Fig. 1: signal wires on met1
(4 px per um) Supply wires on this layer in grey.
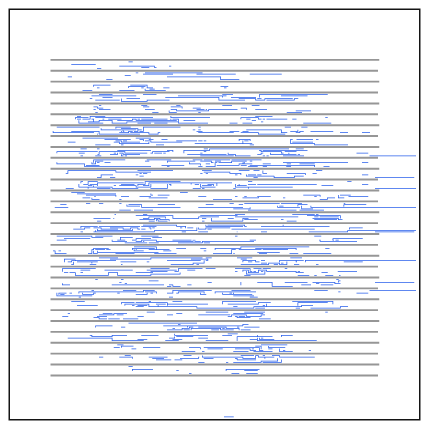
Fig. 2: signal wires on met2
(3 px per um) Cells faint in the background.
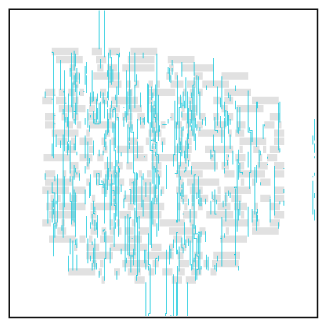
Fig. 3: met3 routing
(4 px per um)
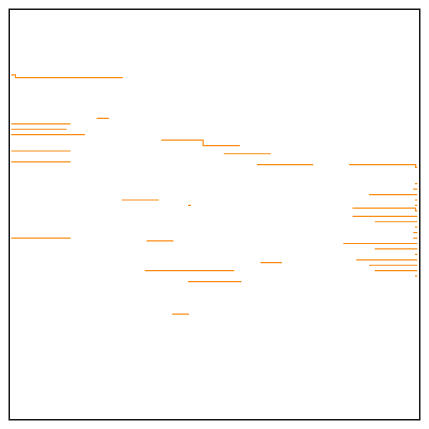
Fig. 4: cell placement
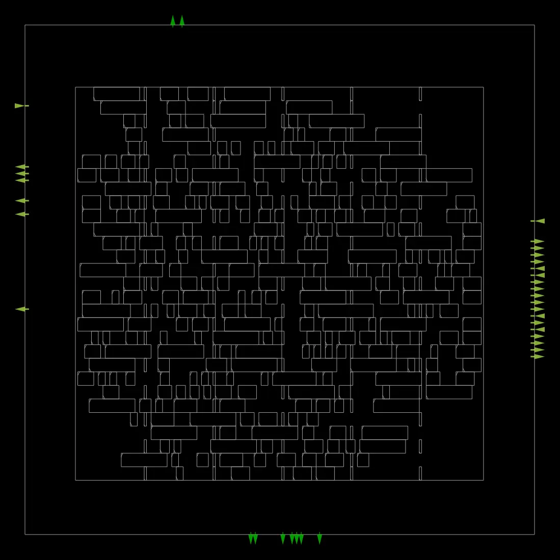
Fig. 5: pin map
(4 px per um) Pins as bars across the die edge, other pins in grey.
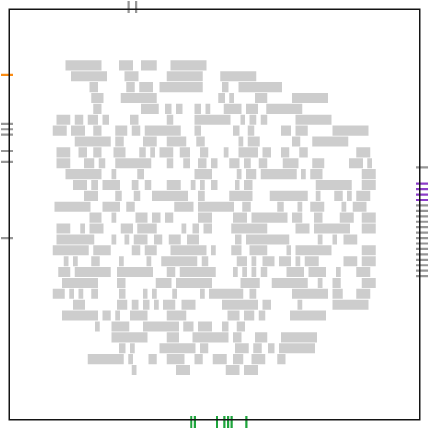
Design vga_scan_ctrl_flat, sky130hd; sources not shown.
==> run_results.csv <==
group,metric,value,unit
setup_path,critPathLaunchType,"flip-flop",
placed_design,dpl-instance-area,2948,um^2
synthesis,yosysWarnings,0,
routing,wl_per_cell,17.22,um
setup_path,cp_num_buf_inv,1,
global_routing,antenna_found_initial,0,
synthesis,top_cells_by_area,"dfrtp_1 44%, ha_1 5.2%, a31oi_1 3.6%",
cells_and_area,final_nets,304,
setup_path,crit_family,"buffers and inverters",
run_status,status,"finished, final reports clean",
clocking,htree_levels,2,
synthesis,edf_count,0,
routing,antenna_left,0,
setup_path,crit_type,"reg2out",
synthesis,ys.flops,48,
cells_and_area,antenna_cells,0,
global_routing,grt_pass1_wl,10350,um
power_and_ir_drop,finalPower,0.0007441,W
sta,fmax,0.3796,GHz
clocking,cts_tree,"yes",
setup_path,worst_r2r_path_depth,5,
clocking,postCtsHoldBufs,0,
synthesis,ff_type,"dfrtp_1",
worst_hold_path,holdPathStages,1,
synthesis,yosysUniqueCellTypes,55,
power_and_ir_drop,p_per_area,239.5,nW/um^2
clocking,clock-sinks,48,
synthesis,async_flop_share,100.0,%
synthesis,yosysCellCount,265,
clocking,post_cts_resized,0,
clocking,cts_inserted_buffers,5,
cells_and_area,design_area,3107,um^2
setup_path,cp_max_fo,2,
sta,tightest_slew,1.030,ns
cells_and_area,syn_to_final_growth,17.79,%
synthesis,syn-cell-area,2638,um^2
setup_path,worstPathCellList,"clkdlybuf4s50_1",
synthesis,netlist.top_cell.by_area,"dfrtp_1",
global_routing,grt_pass1_vias,2058,
sta,fin_tns_setup,0,ns
synthesis,syn_inst,265,
global_routing,grt_overflow,0,
clocking,clk_pin_slew_worst_paths,0.09,ns
setup_path,arrival,1.45,ns
clocking,root_buffer,"clkbuf_8",
routing,drcViolationCount,0,
die,io_pins,35,
clocking,clock_latency,0.30,ns
sta,setup_viol,0,
synthesis,avgSynthCellArea,9.953,um^2
About Fig. 1:
main direction: horizontal
wire length on this layer: 3100 um
share of all routed wire: 49%
routed via count: 2090
Total Routed Length: 6285 um
M1 GR Usage: 16.65%

About Fig. 2:
wire length on this layer: 2740 um
longest straight run: 35.2 um
GR met2 Demand/Resource: 18.57%

About Fig. 3:
share of all routed wire: 5.9%
wire length on this layer: 368 um
longest straight run: 26.7 um
nets with wire on the layer: 33
M3 GR Usage: 3.374%

About Fig. 4:
area of the core: 6459 um^2
Cell Count, Final, Fillers Out: 365
Seq area share: 38.74%

About Fig. 5:
legend:
  purple:
    port: `vga_green`
    pins: 4
    direction: output
    edge: east
  orange:
    port: `clk`
    pins: 1
    direction: input
    edge: west
  green:
    port: `rd_offset`
    pins: 7
    direction: output
    edge: south
all pins by edge: 19 east, 7 west, 7 south, 2 north
IO buf count: 34
die width: 102.2 um

## worst reg2reg max path: cells and delay by family, from the launching register on
family	cells	cell delay, ns
AND/OR/NAND/NOR	1	0.87
buffers and inverters	1	0.28
flip-flops	1	0.37
adder cells (fa/ha/maj)	1	0.15
AND-OR/OR-AND	2	0.54
## where the power goes
| part | internal [W] | switching, W | leakage, nW |
|---|---|---|---|
| clock network | 0.000230 | 0.000126 | 0.0784 |
| registers | 0.000358 | 0.00000130 | 0.636 |
| logic | 0.0000116 | 0.0000161 | 0.693 |
| total | 0.000600 | 0.000144 | 1.41 |
## per-stage QoR
stage / utilization (%) / worst slack (ns)
after detailed placement: 45.64 / 2.931
after CTS: 48.10 / 2.777
after floorplan: - / 3.103
after global routing: 48.10 / 2.740
after global placement: 45.64 / 2.938
final: 48.10 / 2.795
## cells by family after synthesis
| family | share of synthesized area (%) |
|---|---|
| compound gates | 16.51 |
| xor+xnor | 3.653 |
| fa+ha+maj | 5.218 |
| buf+inv | 7.353 |
| flops | 45.64 |
| mux | 1.233 |
| simple gates | 20.40 |
## layer usage
metal | vias to the layer above | GRT usage, % | wire length (um)
met5 | - | 0 | 0
met4 | 0 | 3.905 | 74
met3 | 6 | 3.374 | 367
met2 | 43 | 18.57 | 2741
met1 | 1040 | 16.65 | 3102
li1 | 1001 | - | -
## layout make-up
| cell class | instances | area, um^2 |
|---|---|---|
| clock buffers | 5 | 68.82 |
| clock inverters | 3 | 90.09 |
| fillers | 730 | 3352 |
| inverters | 16 | 60.06 |
| multi-input cells | 181 | 1240 |
| flip-flops and latches | 48 | 1204 |
| well taps | 77 | 96.34 |
| repair buffers | 35 | 347.8 |
## synthesized netlist by cell type (all sizes together), types with 2 or more instances
| master | instances |
|---|---|
| nand4 | 7 |
| a31o | 2 |
| nand2 | 16 |
| nor3b | 2 |
| a21o | 6 |
| o21ai | 13 |
| nor4 | 2 |
| and4b | 3 |
| nand3 | 12 |
| a22o | 3 |
| o22ai | 5 |
| o31ai | 2 |
| and3 | 10 |
| and2 | 2 |
| a21oi | 13 |
| inv | 16 |
| clkbuf | 9 |
| nor3 | 5 |
| buf | 11 |
| nor4b | 2 |
| xor2 | 6 |
| nor2 | 18 |
| a41oi | 3 |
| nand3b | 2 |
| ha | 11 |
| xnor2 | 5 |
| dfrtp | 46 |
| dfstp | 2 |
| a32o | 3 |
| mux2 | 2 |
| a31oi | 15 |
## cell usage in the layout (no fill, tap or decap), drive strengths merged, types with 3 or more instances in the layout
| cell | n |
|---|---|
| and4b | 3 |
| o21ai | 13 |
| xor2 | 6 |
| nor2 | 18 |
| nand3 | 12 |
| xnor2 | 5 |
| clkdlybuf4s50 | 34 |
| inv | 16 |
| nand2 | 16 |
| clkbuf | 5 |
| a31oi | 15 |
| bufinv | 3 |
| nor3 | 5 |
| a32o | 3 |
| ha | 11 |
| a41oi | 3 |
| a22o | 3 |
| o22ai | 5 |
| a21o | 6 |
| and3 | 10 |
| nand4 | 7 |
| a21oi | 13 |
| dfrtp | 46 |
No activity file was given, so power comes from the tool's default toggle rates.
